`config.mk`:
```
export PLATFORM = sky130hd
export DESIGN_NAME = pwm_capture_flat
export DESIGN_NICKNAME = d
export VERILOG_FILES = /design/src/rtl/pwm_pkg.sv /design/src/rtl/pwm_capture_if.sv /design/src/rtl/pwm_prescaler.sv /design/src/rtl/pwm_capture.sv /design/src/flat_wrapper.sv
export SDC_FILE = /design/constraint.sdc
export NUM_CORES = 1
export LEC_CHECK = 0
export ABC_AREA = 1
export CORE_MARGIN = 1
export CORE_UTILIZATION = 55
export DETAILED_ROUTE_END_ITERATION = 8
export PLACE_DENSITY = 0.78
export SLEW_MARGIN = 20
export SYNTH_ARGS = -nofsm -noshare
export SYNTH_HDL_FRONTEND = slang
export SYNTH_SLANG_ARGS = --single-unit
```
`constraint.sdc`:
```
create_clock -name clk -period 3.41 [get_ports clk]
set_clock_uncertainty 0.05 [all_clocks]
set_input_delay 0.682 -clock clk [delete_from_list [all_inputs] [get_ports clk]]
set_output_delay 0.682 -clock clk [all_outputs]
set_load 0.02 [all_outputs]
```
`src/rtl/pwm_pkg.sv`:
```
// Shared definitions for the PWM capture and generator blocks.
package pwm_pkg;

   typedef enum logic [1:0] {
      IDLE = 2'd0,
      HIGH = 2'd1,
      LOW  = 2'd2
   } pwm_cap_state_t;

   // Tick interval in clocks for a given prescale: max(prescale>>1, 1).
   function automatic logic [31:0] half_prescale(input logic [31:0] prescale);
      logic [31:0] half;
      half = prescale >> 1;
      return (half == 32'd0) ? 32'd1 : half;
   endfunction

endpackage

```
`src/rtl/pwm_capture_if.sv`:
```
// Control inputs and measurement results of pwm_capture; the DUT connects through the slave modport.
interface pwm_capture_if #(
   parameter int DATA_WIDTH = 8
);
   logic                  en;
   logic [DATA_WIDTH-1:0] prescale;
   logic                  in;
   logic [DATA_WIDTH-1:0] high_count;
   logic [DATA_WIDTH-1:0] period_count;
   logic                  valid;
   logic                  saturated;
   logic                  stuck_high;
   logic                  stuck_low;
   logic                  window;

   modport master (
      output en, prescale, in,
      input  high_count, period_count, valid, saturated, stuck_high, stuck_low, window
   );

   modport slave (
      input  en, prescale, in,
      output high_count, period_count, valid, saturated, stuck_high, stuck_low, window
   );
endinterface

```
`src/rtl/pwm_prescaler.sv`:
```
// Restartable tick generator: one tick every max(prescale>>1,1) clocks after the last restart.
module pwm_prescaler
   import pwm_pkg::*;
#(
   parameter int DATA_WIDTH = 8
) (
   input  logic                  clk,
   input  logic                  rst_n,
   input  logic                  en,
   input  logic                  restart,
   input  logic [DATA_WIDTH-1:0] prescale,
   output logic                  tick
);
   logic [DATA_WIDTH-1:0] cnt_q, cnt_d, last;
   logic [31:0]           half;

   // >= keeps the divider from wrapping when prescale shrinks mid-count.
   always_comb begin
      half  = half_prescale(32'(prescale));
      last  = DATA_WIDTH'(half - 32'd1);
      tick  = en && (cnt_q >= last);
      cnt_d = cnt_q + DATA_WIDTH'(1);
      if (!en || restart || tick) cnt_d = '0;
   end

   always_ff @(posedge clk) begin
      if (!rst_n) cnt_q <= '0;
      else        cnt_q <= cnt_d;
   end
endmodule

```
`src/rtl/pwm_capture.sv`:
```
// PWM capture: reports high time and period in prescaled ticks once per rising-to-rising period.
// Define PWM_CAPTURE_WINDOW_EN to build the mid-high-time window output (tied to 0 otherwise).
module pwm_capture
   import pwm_pkg::*;
#(
   parameter int DATA_WIDTH  = 8,
   parameter int SYNC_STAGES = 2,
   parameter int PADDING     = 30
) (
   input logic          clk,
   input logic          rst_n,
   pwm_capture_if.slave bus
);
   localparam logic [DATA_WIDTH-1:0] CNT_MAX = '1;

   logic [SYNC_STAGES-1:0] sync_q;
   logic                   last_q, rise_q, fall_q, tick;
   pwm_cap_state_t         state_q;
   logic [DATA_WIDTH-1:0]  hcnt_q, pcnt_q, hcnt_d, pcnt_d;
   logic [DATA_WIDTH-1:0]  high_count_q, period_count_q;
   logic                   valid_q, saturated_q, stuck_high_q, stuck_low_q, window;

   if (SYNC_STAGES < 2) begin : g_bad_sync
      $error("SYNC_STAGES must be at least 2");
   end
   if (PADDING < 0) begin : g_bad_padding
      $error("PADDING must be non-negative");
   end

   // NOTE: synchronizer and level history carry no reset, so a pin held high through reset is not mistaken for a new rising edge.
   always_ff @(posedge clk) begin
      sync_q <= {sync_q[SYNC_STAGES-2:0], bus.in};
      last_q <= sync_q[SYNC_STAGES-1];
   end

   always_ff @(posedge clk) begin
      if (!rst_n) begin
         rise_q <= 1'b0;
         fall_q <= 1'b0;
      end else begin
         rise_q <= sync_q[SYNC_STAGES-1] & ~last_q;
         fall_q <= ~sync_q[SYNC_STAGES-1] & last_q;
      end
   end

   pwm_prescaler #(.DATA_WIDTH(DATA_WIDTH)) u_prescaler (
      .clk      (clk),
      .rst_n    (rst_n),
      .en       (bus.en),
      .restart  (rise_q),
      .prescale (bus.prescale),
      .tick     (tick)
   );

   // Saturating increments; the tick of the edge cycle belongs to the period that edge closes.
   always_comb begin
      hcnt_d = hcnt_q;
      pcnt_d = pcnt_q;
      if (tick && (hcnt_q != CNT_MAX)) hcnt_d = hcnt_q + DATA_WIDTH'(1);
      if (tick && (pcnt_q != CNT_MAX)) pcnt_d = pcnt_q + DATA_WIDTH'(1);
   end

   always_ff @(posedge clk) begin
      if (!rst_n) begin
         state_q        <= IDLE;
         hcnt_q         <= '0;
         pcnt_q         <= '0;
         high_count_q   <= '0;
         period_count_q <= '0;
         valid_q        <= 1'b0;
         saturated_q    <= 1'b0;
         stuck_high_q   <= 1'b0;
         stuck_low_q    <= 1'b0;
      end else if (!bus.en) begin
         state_q      <= IDLE;
         hcnt_q       <= '0;
         pcnt_q       <= '0;
         valid_q      <= 1'b0;
         stuck_high_q <= 1'b0;
         stuck_low_q  <= 1'b0;
      end else begin
         valid_q <= 1'b0;
         case (state_q)
            IDLE: begin
               if (rise_q) begin
                  state_q <= HIGH;
                  hcnt_q  <= '0;
                  pcnt_q  <= '0;
               end
            end
            HIGH: begin
               hcnt_q <= hcnt_d;
               pcnt_q <= pcnt_d;
               if (hcnt_d == CNT_MAX) stuck_high_q <= 1'b1;
               if (fall_q) begin
                  state_q      <= LOW;
                  stuck_high_q <= 1'b0;
               end
            end
            LOW: begin
               if (rise_q) begin
                  state_q        <= HIGH;
                  high_count_q   <= hcnt_q;
                  period_count_q <= pcnt_d;
                  saturated_q    <= (pcnt_d == CNT_MAX) || (hcnt_q == CNT_MAX);
                  valid_q        <= 1'b1;
                  stuck_low_q    <= 1'b0;
                  hcnt_q         <= '0;
                  pcnt_q         <= '0;
               end else begin
                  pcnt_q <= pcnt_d;
                  if (pcnt_d == CNT_MAX) stuck_low_q <= 1'b1;
               end
            end
            default: state_q <= IDLE;
         endcase
      end
   end

`ifdef PWM_CAPTURE_WINDOW_EN
   // Decoded from registered state only, so it follows hcnt_q cycle for cycle.
   always_comb begin
      window = 1'b0;
      if ((state_q == HIGH) && (int'(high_count_q) > 2 * PADDING) &&
          (int'(hcnt_q) >= PADDING) && (int'(hcnt_q) <= int'(high_count_q) - PADDING))
         window = 1'b1;
   end
`else
   assign window = 1'b0;
`endif

   assign bus.high_count   = high_count_q;
   assign bus.period_count = period_count_q;
   assign bus.valid        = valid_q;
   assign bus.saturated    = saturated_q;
   assign bus.stuck_high   = stuck_high_q;
   assign bus.stuck_low    = stuck_low_q;
   assign bus.window       = window;
endmodule

```
`src/flat_wrapper.sv`:
```
// flat-port wrapper written by rule: the top's interface ports become plain ports
module pwm_capture_flat import pwm_pkg::*;
#(
   parameter int DATA_WIDTH  = 8,
   parameter int SYNC_STAGES = 2,
   parameter int PADDING     = 30
)
  (clk, rst_n, bus_en, bus_prescale, bus_in, bus_high_count, bus_period_count, bus_valid, bus_saturated, bus_stuck_high, bus_stuck_low, bus_window);
  pwm_capture_if #(.DATA_WIDTH(DATA_WIDTH)) bus_i ();
  input logic clk;
  input logic rst_n;
  input wire logic [$bits(bus_i.en)-1:0] bus_en;
  input wire logic [$bits(bus_i.prescale)-1:0] bus_prescale;
  input wire logic [$bits(bus_i.in)-1:0] bus_in;
  output wire logic [$bits(bus_i.high_count)-1:0] bus_high_count;
  output wire logic [$bits(bus_i.period_count)-1:0] bus_period_count;
  output wire logic [$bits(bus_i.valid)-1:0] bus_valid;
  output wire logic [$bits(bus_i.saturated)-1:0] bus_saturated;
  output wire logic [$bits(bus_i.stuck_high)-1:0] bus_stuck_high;
  output wire logic [$bits(bus_i.stuck_low)-1:0] bus_stuck_low;
  output wire logic [$bits(bus_i.window)-1:0] bus_window;
  assign bus_i.en = bus_en;
  assign bus_i.prescale = bus_prescale;
  assign bus_i.in = bus_in;
  assign bus_high_count = bus_i.high_count;
  assign bus_period_count = bus_i.period_count;
  assign bus_valid = bus_i.valid;
  assign bus_saturated = bus_i.saturated;
  assign bus_stuck_high = bus_i.stuck_high;
  assign bus_stuck_low = bus_i.stuck_low;
  assign bus_window = bus_i.window;
  pwm_capture #(.DATA_WIDTH(DATA_WIDTH), .SYNC_STAGES(SYNC_STAGES), .PADDING(PADDING)) u_core (.clk(clk), .rst_n(rst_n), .bus(bus_i));
endmodule
```
==> images/floorplan.png <==
Pins as bars on the die edge. Tap cells in gray.
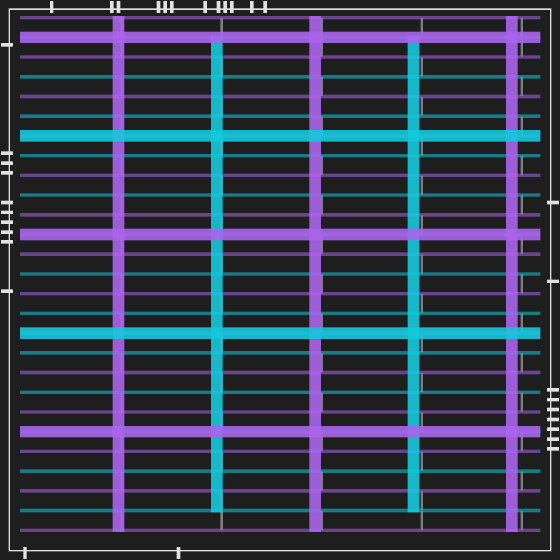
| net | color |
|---|---|
| VSS | purple |
| VDD | cyan |
met1 rails: 27
tap cells: 70
Peak VDD IR: 0.2830 mV
core area: 5075 um2
DIE HEIGHT: 74.49 um
Horiz. Die Dim: 74.49 um

==> images/m1.png <==
Scale bar: 20 um. Supply wires on this layer in gray.
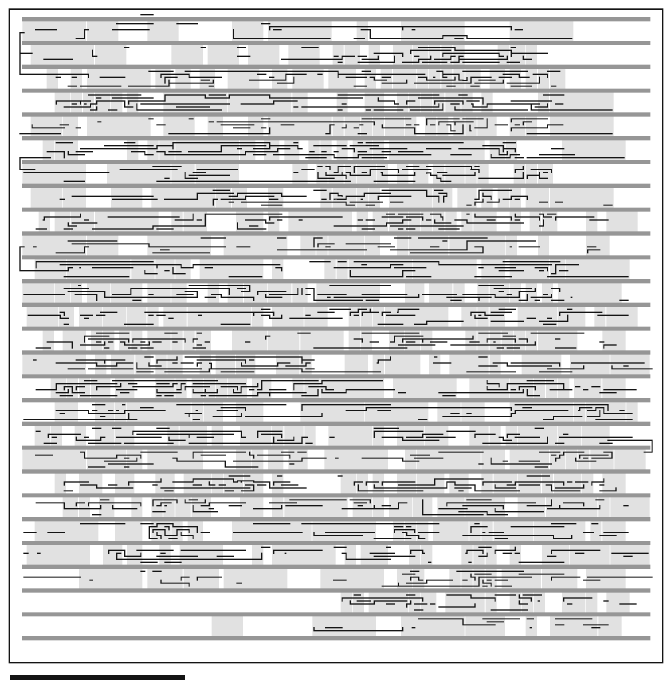
main direction: horizontal
wire length on this layer: 3150 um
longest straight run: 27.6 um
M1 GR Usage: 33.58%
WL final: 6884 um
Via Count: 2788

==> flow_summary.toml <==
# flow metrics
[setup_path]
cp.arrival_ns = 3.34
worstSetupStartpointType = "input pin"
critical_path.slowest_cell = "nor4_2"
reg2reg_to = "u_core.bus.stuck_low"
critPathLaunch = "bus_prescale[4]"
cp-endpoint = "u_core.pcnt_q[1]"
cp_max_fo = 6

[floorplanning]
io_pins = 33
num_rows = 26
dieArea_um2 = 5549

[synthesis]
flop_cell = "dfxtp_1"
synth_nets = 442
postSynthCellCount = 413
yosys-top-cells-area = "dfxtp_1 35%, nand2_1 14%, ha_1 7.4%, inv_1 6.2%, a21oi_1 5.7%"

[run_status]
status = "finished, final reports clean"

[cts]
cts_tree = "built"
h-tree-depth = 2

[grt]
grt_overflow = 0
grt_max_degree = 25

[timing]
fin_crit_sh_pct = 93.66
min_period_ns = 3.194
fin_ws_ns = 0.2163
hold_violations = 0
setup_viol = 0
setup_tns_ns = 0
worst_hold_slack_ns = 0.2820

[power_and_ir_drop]
pwr-share-seq_pct = 52.4
switching_share_pct = 24.96
p_sw_mw = 0.2888

[flow_run]
log.warning_count = 31

[final_layout]
final_cells = 547
nNetsFinal = 505
logic_area_um2 = 1673
fillers = 408

[placement]
dp_hpwl_um = 4745

[routing]
drtIter0Drc = 227
viasPerCell = 5.097
==> images/layers.png <==
Only two layers are drawn.
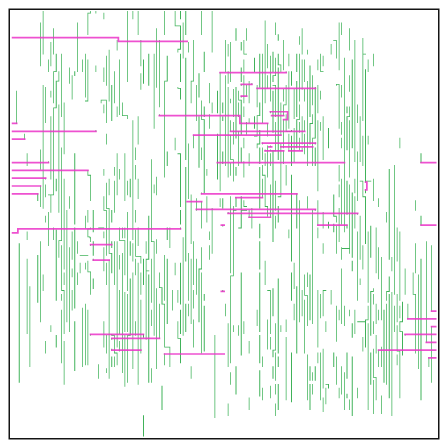
| layer | color | wire length |
|---|---|---|
| M2 | green | 3280 um |
| M3 | magenta | 381 um |
WL per Instance: 12.59 um
GRT Overall Usage: 25.87%

## per-layer routing
layer  share of wire (%)  GRT usage, %  up-vias
li1                    -             -     1445
met1                  46         33.58     1256
met2                  48         42.94       79
met3                 5.5         5.149        8
met4                 1.1         8.595        0
met5                   0             0        -
## kinds of logic after synthesis
| group | after synthesis | share of synthesized area, % |
|---|---|---|
| AOI/OAI and AO/OA | 65 | 12.60 |
| xor gates and xnor gates | 12 | 3.636 |
| adders and majority gates | 17 | 7.359 |
| buffers and inverters | 67 | 9.351 |
| DFF | 51 | 35.32 |
| other | 2 | 0.2598 |
| and+or+nand+nor | 199 | 31.47 |
## state kept, by name, indices dropped and copies added (netlist names)
name	count
u_core.bus.high_count	8
u_core.bus.period_count	8
u_core.hcnt_q	8
u_core.pcnt_q	8
u_core.u_prescaler.cnt_q	8
u_core.state_q	2
u_core.sync_q	2
u_core.bus.saturated	1
u_core.bus.stuck_high	1
u_core.bus.stuck_low	1
u_core.bus.valid	1
u_core.fall_q	1
u_core.last_q	1
u_core.rise_q	1
## power by group through the flow
stage	combinational [mW]	sequential, mW	clock, mW
detailed placement	0.104	0.620	0
CTS	0.108	0.606	0.445
floorplan	0.0618	0.620	0
global placement	0.101	0.620	0
global route	0.126	0.608	0.469
finish	0.113	0.606	0.438
## final cells by class
cell class                      instances  share of cell area [%]
Clock buffer                            5                   1.843
Clock inverter                          3                   1.240
Inverter                               56                   5.630
Multi-Input combinational cell        295                   44.81
Sequential cell                        51                   27.35
Tap cell                               70                   2.346
Timing Repair Buffer                   67                   16.79
## what timing repair did
action,in CTS,in global routing
setup endpoints to repair,9,24
setup buffers,6,4
hold buffers,0,0
resized,8,20
pin swaps,5,15
gates cloned,0,1
## worst min-delay path by stage
stage / endpoint / from / cells after the start / slack (ns)
after CTS: u_core.sync_q[1] / u_core.sync_q[0] / 0 / 0.29
after global routing: u_core.sync_q[1] / u_core.sync_q[0] / 0 / 0.29
after global placement: u_core.sync_q[1] / u_core.sync_q[0] / 0 / 0.26
final: u_core.sync_q[1] / u_core.sync_q[0] / 0 / 0.28
after detailed placement: u_core.sync_q[1] / u_core.sync_q[0] / 0 / 0.26
after floorplan: u_core.sync_q[1] / u_core.sync_q[0] / 0 / 0.26
## placed cells by master, fill, tap and decap left out, types with 2 or more instances in the layout
master	instances
a21oi_1	32
a21oi_2	3
buf_4	34
clkbuf_8	5
clkdlybuf4s50_1	24
conb_1	2
dfxtp_1	51
dlymetal6s2s_1	6
ha_1	16
inv_1	46
inv_2	9
nand2_1	101
nand2_2	15
nand2_4	4
nand3_1	13
nand3_2	2
nand3_4	2
nand4_1	19
nor2_1	32
nor2_2	2
nor2_4	2
nor3_1	3
o21ai_0	15
o21ai_1	2
o21bai_1	7
xnor2_1	4
xor2_1	7
No activity file was given, so power comes from the tool's default toggle rates.
